**config.mk**
```make
export PLATFORM = sky130hd
export DESIGN_NAME = axis_pkt_arbiter
export DESIGN_NICKNAME = d
export VERILOG_FILES = /design/src/rtl/axis_pkt_arbiter.sv
export SDC_FILE = /design/constraint.sdc
export NUM_CORES = 1
export LEC_CHECK = 0
export CAP_MARGIN = 20
export CELL_PAD_IN_SITES_DETAIL_PLACEMENT = 1
export CELL_PAD_IN_SITES_GLOBAL_PLACEMENT = 1
export CORE_MARGIN = 8
export CORE_UTILIZATION = 22
export DETAILED_ROUTE_END_ITERATION = 8
export PLACE_DENSITY = 0.83
export SYNTH_ARGS = -nofsm -noshare
export SYNTH_HDL_FRONTEND = slang
export SYNTH_SLANG_ARGS = --single-unit
```
**constraint.sdc**
```tcl
create_clock -name aclk -period 1.8 [get_ports aclk]
set_input_delay 0.36 -clock aclk [delete_from_list [all_inputs] [get_ports aclk]]
set_output_delay 0.36 -clock aclk [all_outputs]
set_load 0.005 [all_outputs]
```
**src/rtl/axis_pkt_arbiter.sv**
```systemverilog
// axis_pkt_arbiter: packet-atomic round-robin merge of N_SRC AXI-Stream sources gated by FIFO prog_full
module axis_pkt_arbiter #(
  parameter int N_SRC = 4,
  parameter int DATA_W = 32,
  parameter int KEEP_W = DATA_W / 8,
  parameter int LEN_W = 16,
  localparam int IDX_W = $clog2(N_SRC)
) (
  input  logic                       aclk,
  input  logic                       areset,
  input  logic [N_SRC-1:0]           s_axis_tvalid,
  output logic [N_SRC-1:0]           s_axis_tready,
  input  logic [N_SRC*DATA_W-1:0]    s_axis_tdata,
  input  logic [N_SRC*KEEP_W-1:0]    s_axis_tkeep,
  input  logic [N_SRC-1:0]           s_axis_tlast,
  output logic                       m_axis_tvalid,
  input  logic                       m_axis_tready,
  output logic [DATA_W-1:0]          m_axis_tdata,
  output logic [KEEP_W-1:0]          m_axis_tkeep,
  output logic                       m_axis_tlast,
  input  logic                       fifo_prog_full,
  output logic [N_SRC-1:0]           grant,
  output logic                       pkt_done,
  output logic [IDX_W-1:0]           pkt_src,
  output logic [LEN_W-1:0]           pkt_len
);
  typedef enum logic {IDLE, XFER} state_t;
  state_t state_q, state_d;
  logic [IDX_W-1:0] gidx_q, gidx_d, last_q, last_d, src_q, src_d, pick;
  logic [LEN_W-1:0] cnt_q, cnt_d, len_q, len_d, cnt_inc;
  logic done_q, done_d, found, xfer, hs;
  // Data path is a pure mux of the owner; reset forces the handshake signals low immediately.
  assign xfer = state_q == XFER && !areset;
  assign m_axis_tvalid = xfer & s_axis_tvalid[gidx_q];
  assign s_axis_tready = xfer ? N_SRC'(m_axis_tready) << gidx_q : '0;
  assign grant = xfer ? N_SRC'(1) << gidx_q : '0;
  assign m_axis_tdata = s_axis_tdata[gidx_q*DATA_W +: DATA_W];
  assign m_axis_tkeep = s_axis_tkeep[gidx_q*KEEP_W +: KEEP_W];
  assign m_axis_tlast = s_axis_tlast[gidx_q];
  assign hs = m_axis_tvalid & m_axis_tready;
  assign cnt_inc = &cnt_q ? cnt_q : cnt_q + 1'b1;
  assign pkt_done = done_q;
  assign pkt_src = src_q;
  assign pkt_len = len_q;
  // Round-robin pick starting after the last owner, then packet-level next-state and status.
  always_comb begin
    state_d = state_q;
    gidx_d = gidx_q;
    last_d = last_q;
    cnt_d = cnt_q;
    src_d = src_q;
    len_d = len_q;
    done_d = 1'b0;
    found = 1'b0;
    pick = '0;
    for (int k = 1; k <= N_SRC; k++) begin
      if (!found && s_axis_tvalid[(int'(last_q) + k) % N_SRC]) begin
        found = 1'b1;
        pick = IDX_W'((int'(last_q) + k) % N_SRC);
      end
    end
    if (state_q == IDLE) begin
      if (found && !fifo_prog_full) begin
        state_d = XFER;
        gidx_d = pick;
        cnt_d = '0;
      end
    end else if (hs) begin
      cnt_d = cnt_inc;
      if (m_axis_tlast) begin
        state_d = IDLE;
        last_d = gidx_q;
        done_d = 1'b1;
        src_d = gidx_q;
        len_d = cnt_inc;
      end
    end
  end
  // State and status registers; last owner resets to the top index so source 0 wins first.
  always_ff @(posedge aclk) begin
    if (areset) begin
      state_q <= IDLE;
      gidx_q <= '0;
      last_q <= IDX_W'(N_SRC - 1);
      cnt_q <= '0;
      done_q <= 1'b0;
      src_q <= '0;
      len_q <= '0;
    end else begin
      state_q <= state_d;
      gidx_q <= gidx_d;
      last_q <= last_d;
      cnt_q <= cnt_d;
      done_q <= done_d;
      src_q <= src_d;
      len_q <= len_d;
    end
  end
endmodule

```
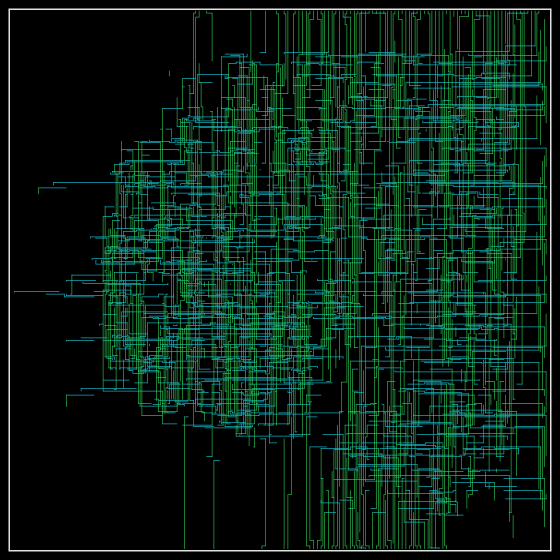
**Above:** run 1 (wiring by layer).
Two of the layers only.
Green marks M2, wire length 12500 microns. Cyan marks M1, wire length 7320 microns.
drt total wl: 22100 microns
post-detailed-route wirelength per cell: 27.1 microns
GRT Util Overall: 22.6%
Vias: 4289

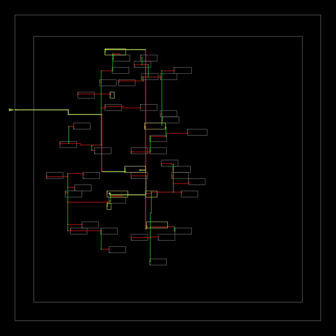
**Above:** run 1 (clock wiring as the flow saved it).
Clock Skews: 0.00439 ns
Flop Count: 40
Clk power: 0.932 mW
clock buf count: 6

==> impl_metrics.env, run 1 <==
# physical design summary
export IMPL_cts_made_buffers=5
export IMPL_htreeDepth=2
export IMPL_timing_rr_start="gidx_q[0]$_SDFFE_PP0P_"
export IMPL_status="finished with violations"
export IMPL_use_met2_pct=44.3
export IMPL_crit_fanout=6
export IMPL_setup_viol=75
export IMPL_mux_share_pct=28.4
export IMPL_rsz0062_at_grt="true"
export IMPL_topCombFamilyByArea="multiplexers"
export IMPL_grt_max_degree=43
export IMPL_end_kind="flip-flop"
export IMPL_p_seq_share_pct=28.7
export IMPL_total_power_mw=3.21
export IMPL_simple_gate_share_pct=23.3
export IMPL_syn_num_nets=471
export IMPL_netlist_area_sq_mm=0.00309
export IMPL_dp_slack_ns=-0.544
export IMPL_r2r_slack_ns=-0.31
export IMPL_clkSinkCount=40
export IMPL_comb_area_share_pct=36.2
export IMPL_design_area_sq_mm=0.00706
export IMPL_cts_root_buffer="clkbuf_16"
export IMPL_highest_layer="met4"
export IMPL_final_cell_mix="clkdlybuf4s50_1 (173), buf_6 (72), buf_4 (60)"
export IMPL_critPathArrivalTime_ns=2.31
export IMPL_fp_util_pct=22.4
export IMPL_use_met3_pct=5.35
export IMPL_layout_drive_gt1_share_pct=45.5
export IMPL_reg2reg_to="cnt_q[13]$_SDFFE_PP0P_"
export IMPL_dp_cells=750
export IMPL_yosys_cells=314
export IMPL_critPathKind="input port to flip-flop"
export IMPL_leakagePower_nw=2.64
export IMPL_synth_distinct_cells=57
export IMPL_final_net_count=783
export IMPL_lay_top_count="clkdlybuf4s50_1"
export IMPL_drv_cap=0
export IMPL_clk_share_pct=2.11
export IMPL_comb_cells=244
export IMPL_dp_hpwl_microns=15800
export IMPL_synth_warnings=0
export IMPL_finalHoldViolCount=0
export IMPL_p_int_mw=2.34
export IMPL_nNonClkBuffers=331
export IMPL_post_route_period_util_pct=117
export IMPL_synthTopCellsByCount="dfxtp_1 (40), mux4_2 (38), nor2_1 (26)"
export IMPL_ios=221
export IMPL_drt_iter0_markers=182
export IMPL_antenna_found_initial=8
export IMPL_min_period_ns=2.11
export IMPL_synth_main_ff_cell="dfxtp_1"
export IMPL_combPwrFrac_pct=42.3
export IMPL_slew_violations=0
export IMPL_drtPass1Iterations=4
export IMPL_coreArea_sq_mm=0.0138
export IMPL_yosys_area_sq_mm=0.00309
export IMPL_cp_startpoint="s_axis_tvalid[3]"
export IMPL_well_tap_count=180
export IMPL_ys_sh_xor_pct=0.566
export IMPL_grt_overflow_total=0
export IMPL_maxPowerGroup="combinational cells"
export IMPL_clk_latency_ns=0.29
export IMPL_tightest_slew_ns=0.587
export IMPL_synth_compound_area_share_pct=16.8
export IMPL_io_buffers=220
export IMPL_top_area_share_pct=27.7
export IMPL_min_from="pkt_len[4]$_SDFFE_PP0P_"
export IMPL_fa_ha_area_share_pct=0.405
export IMPL_fmax_ghz=0.473
export IMPL_first_global_vias=4853
export IMPL_n_antenna_cell=9
export IMPL_route_met3_wl_microns=1400
export IMPL_drc=0
export IMPL_cts_tree="done"
export IMPL_ant_nets=0
export IMPL_holdPathStages=2
export IMPL_crit_slowest_cell="mux4_2"
export IMPL_top_area_cell="mux4_2"
export IMPL_bufAreaShareNonClock_pct=46.4
export IMPL_violations="negative setup slack"
export IMPL_dpl_cell_area_sq_mm=0.00590
export IMPL_cp_start_kind="input port"
export IMPL_crit_chain="clkdlybuf4s50_1 -> mux4_2 -> buf_6 -> a2bb2oi_2 -> buf_6 -> o21ba_1 -> o32ai_2"
export IMPL_hp_class="flip-flop to flip-flop"
export IMPL_path_clk_slew_ns=0.06
export IMPL_slew_headroom_pct=60.5
export IMPL_setup_tns_ns=-13.23
export IMPL_critPathTopFamily="buffers and inverters"
export IMPL_wl_met1_microns=7320
export IMPL_num_rows=43
export IMPL_synth_async_sr_flop_share_pct=0
export IMPL_setup_slack_ns=-0.314
export IMPL_required_ns=1.99
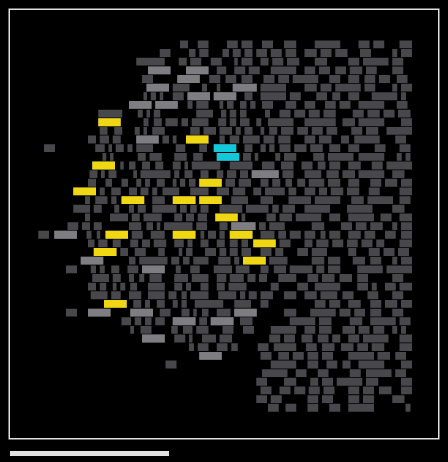
**Above:** run 1 (sequential cells colored by netlist name).
Bar = 50 microns. Other sequential cells in the stronger gray, the rest of the logic in the fainter gray.
Cyan marks `last_q`, placed flops 2. Yellow marks `cnt_q`, placed flops 16.
Another 22 sequential cells are not colored.
Final Core Density: 51.1%
register area: 807 sq um
Seq area share: 11.4%
sequential logic power: 0.920 mW

==> run 2: changes to the inputs <==
--- a/config.mk
+++ b/config.mk
@@ -8,10 +8,10 @@
 export CAP_MARGIN = 20
 export CELL_PAD_IN_SITES_DETAIL_PLACEMENT = 1
 export CELL_PAD_IN_SITES_GLOBAL_PLACEMENT = 1
-export CORE_MARGIN = 8
-export CORE_UTILIZATION = 22
+export CORE_UTILIZATION = 30
 export DETAILED_ROUTE_END_ITERATION = 8
-export PLACE_DENSITY = 0.83
+export DONT_BUFFER_PORTS = 1
+export PLACE_DENSITY = 0.66
 export SYNTH_ARGS = -nofsm -noshare
 export SYNTH_HDL_FRONTEND = slang
 export SYNTH_SLANG_ARGS = --single-unit
==> run 2 against run 1 <==
Effect of this change:
- the flow still finishes with violations (negative setup slack)
- flip-flop count unchanged
- sequential share of layout area increased by 8.5 points
- synthesized cell count unchanged
- non-clock buffer count decreased by 266
- critical path type is now flip-flop to output port
- largest power group is now registers
==> impl_metrics.env, run 2 <==
# physical design summary
export IMPL_status="finished with violations"
export IMPL_violations="negative setup slack"
export IMPL_critPathBufInv=2
export IMPL_crit_chain="buf_6 -> mux4_2 -> buf_6"
export IMPL_setup_slack_ns=-0.123
export IMPL_drtPass1Iterations=4
export IMPL_clkSinkCount=40
export IMPL_hp_class="input port to flip-flop"
export IMPL_synth_async_sr_flop_share_pct=0
export IMPL_synthToLayoutAreaGrowth_pct=31.5
export IMPL_viasPerCell=6.39
export IMPL_crit_fanout=6
export IMPL_yosys_area_sq_mm=0.00309
export IMPL_drc=0
export IMPL_cp_start_kind="flip-flop"
export IMPL_finalHoldViolCount=0
export IMPL_min_period_ns=1.92
export IMPL_p_seq_share_pct=39.1
export IMPL_well_tap_count=133
export IMPL_setup_tns_ns=-3.19
export IMPL_cts_resized=19
export IMPL_comb_cells=243
export IMPL_cts_tree="done"
export IMPL_skew_ns=0.00437
export IMPL_use_met3_pct=14.0
export IMPL_wl_met1_microns=5660
export IMPL_required_ns=1.44
export IMPL_timing_rr_start="gidx_q[0]$_SDFFE_PP0P_"
export IMPL_die_width_microns=104
export IMPL_synth_area_per_cell_sq_um=9.85
export IMPL_clkPwrFrac_pct=36.5
export IMPL_most_common_cell="dfxtp_1"
export IMPL_yosys_cells=314
export IMPL_ant_nets=0
export IMPL_highest_layer="met4"
export IMPL_synth_compound_area_share_pct=16.8
export IMPL_route_met3_wl_microns=2170
export IMPL_nNonClkBuffers=65
export IMPL_leakagePower_nw=1.35
export IMPL_clk_share_pct=3.11
export IMPL_critPathArrivalTime_ns=1.56
export IMPL_r2r_slack_ns=-0.05
export IMPL_grt_max_degree=46
export IMPL_synth_flops=40
export IMPL_critPathMaxStageDelay_ns=0.53
export IMPL_dp_slack_ns=-0.0164
export IMPL_ys_seq_share_pct=25.9
export IMPL_inv_count=3
export IMPL_die_y_microns=104
export IMPL_wl_met2_microns=7610
export IMPL_critPathTopFamily="multiplexers"
export IMPL_bufAreaShareNonClock_pct=15.6
export IMPL_maxPowerGroup="registers"
export IMPL_top_area_cell="mux4_2"
export IMPL_synth_cells=314
export IMPL_cts_path_max_buffers=2
export IMPL_topCombFamilyByArea="multiplexers"
export IMPL_synth_main_ff_cell="dfxtp_1"
export IMPL_htreeDepth=2
export IMPL_postRouteWirelength_microns=16000
export IMPL_grt_overflow_total=0
export IMPL_rsz0062_at_grt="true"
export IMPL_ys_sh_xor_pct=0.566
export IMPL_regArea_sq_um=812
export IMPL_setup_viol=53
export IMPL_final_net_count=515
export IMPL_p_int_mw=1.70
export IMPL_largest_cell_class="multi-input combinational cells"
export IMPL_via_count=3212
export IMPL_cts_root_buffer="clkbuf_8"
export IMPL_final_core_util_pct=41.2
export IMPL_fp_util_pct=31.4
export IMPL_p_sw_mw=0.636
export IMPL_min_from="areset"
export IMPL_worst_r2r_cell_count=6
export IMPL_top_area_share_pct=27.7
export IMPL_first_global_vias=3210
export IMPL_wl_per_cell_microns=31.8
export IMPL_p_per_area_mw_per_mm2=574
export IMPL_synth_warnings=0
export IMPL_num_rows=36
export IMPL_fmax_ghz=0.520
export IMPL_seq_share_pct=20.0
export IMPL_tightest_slew_ns=0.564
export IMPL_n_antenna_cell=11
export IMPL_end_kind="output port"
export IMPL_mux_share_pct=28.4
export IMPL_grt_pass1_wl_microns=22400
export IMPL_critPathKind="flip-flop to output port"
export IMPL_total_power_mw=2.34
export IMPL_antenna_found_initial=15
export IMPL_drt_iter0_markers=282
export IMPL_seq_power_mw=0.914
export IMPL_layout_drive_gt1_share_pct=42.9
export IMPL_flop_count=40
export IMPL_dp_cells=467
export IMPL_io_buffers=0
export IMPL_topCellsByArea="mux4_2 (28%), dfxtp_1 (26%), nor2_1 (3.2%)"
export IMPL_combPwrFrac_pct=24.3
export IMPL_holdPathStages=1
export IMPL_ios=221
export IMPL_dpl_cell_area_sq_mm=0.00352
export IMPL_endpoint="m_axis_tlast"
export IMPL_path_clk_slew_ns=0.09
export IMPL_synthTopCellsByCount="dfxtp_1 (40), mux4_2 (38), nor2_1 (26)"
export IMPL_n_clock_buffer=7
export IMPL_reg2reg_to="pkt_len[15]$_SDFFE_PP0P_"
export IMPL_netlist_area_sq_mm=0.00309
export IMPL_crit_slowest_cell="mux4_2"
export IMPL_design_area_sq_mm=0.00407
export IMPL_slew_violations=0
export IMPL_syn_num_nets=471
export IMPL_fa_ha_area_share_pct=0.405
export IMPL_postCtsSetupRepairBufs=5
export IMPL_use_met2_pct=45.2
export IMPL_final_cell_mix="buf_4 (49), mux4_2 (38), dfxtp_1 (33)"
export IMPL_dp_hpwl_microns=12400
export IMPL_simple_gate_share_pct=23.3
export IMPL_warnings=28
export IMPL_coreArea_sq_mm=0.00986
export IMPL_post_route_period_util_pct=107
export IMPL_cp_startpoint="gidx_q[0]$_SDFFE_PP0P_"
export IMPL_edf_count=0
export IMPL_grtUsageTotal_pct=28.8
export IMPL_drv_cap=0
export IMPL_use_met1_pct=32.7
export IMPL_slew_headroom_pct=62.2
export IMPL_synth_distinct_cells=57
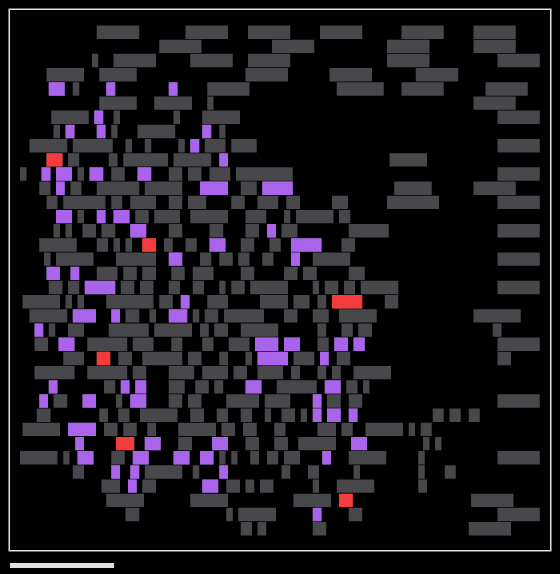
**Above:** run 2 (selected gate families).
Bar = 20 microns.
Red marks non-inverting ao/oa cells, cells 6, most used a21o_1. Purple marks aoi and oai cells, cells 68, most used o21ai_0.
combinational share of cell area: 56.2%
Finished Layout Cells: 503
Commonest Layout Cell: buf_4

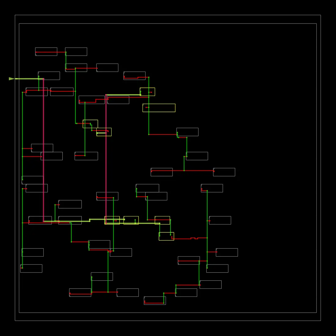
**Above:** run 2 (clock wiring as the flow saved it).
Clk power: 0.853 mW
TritonCTS Buffers: 5
clk_lat worst skew: 0.30 ns

Power and IR drop assume default switching activity.
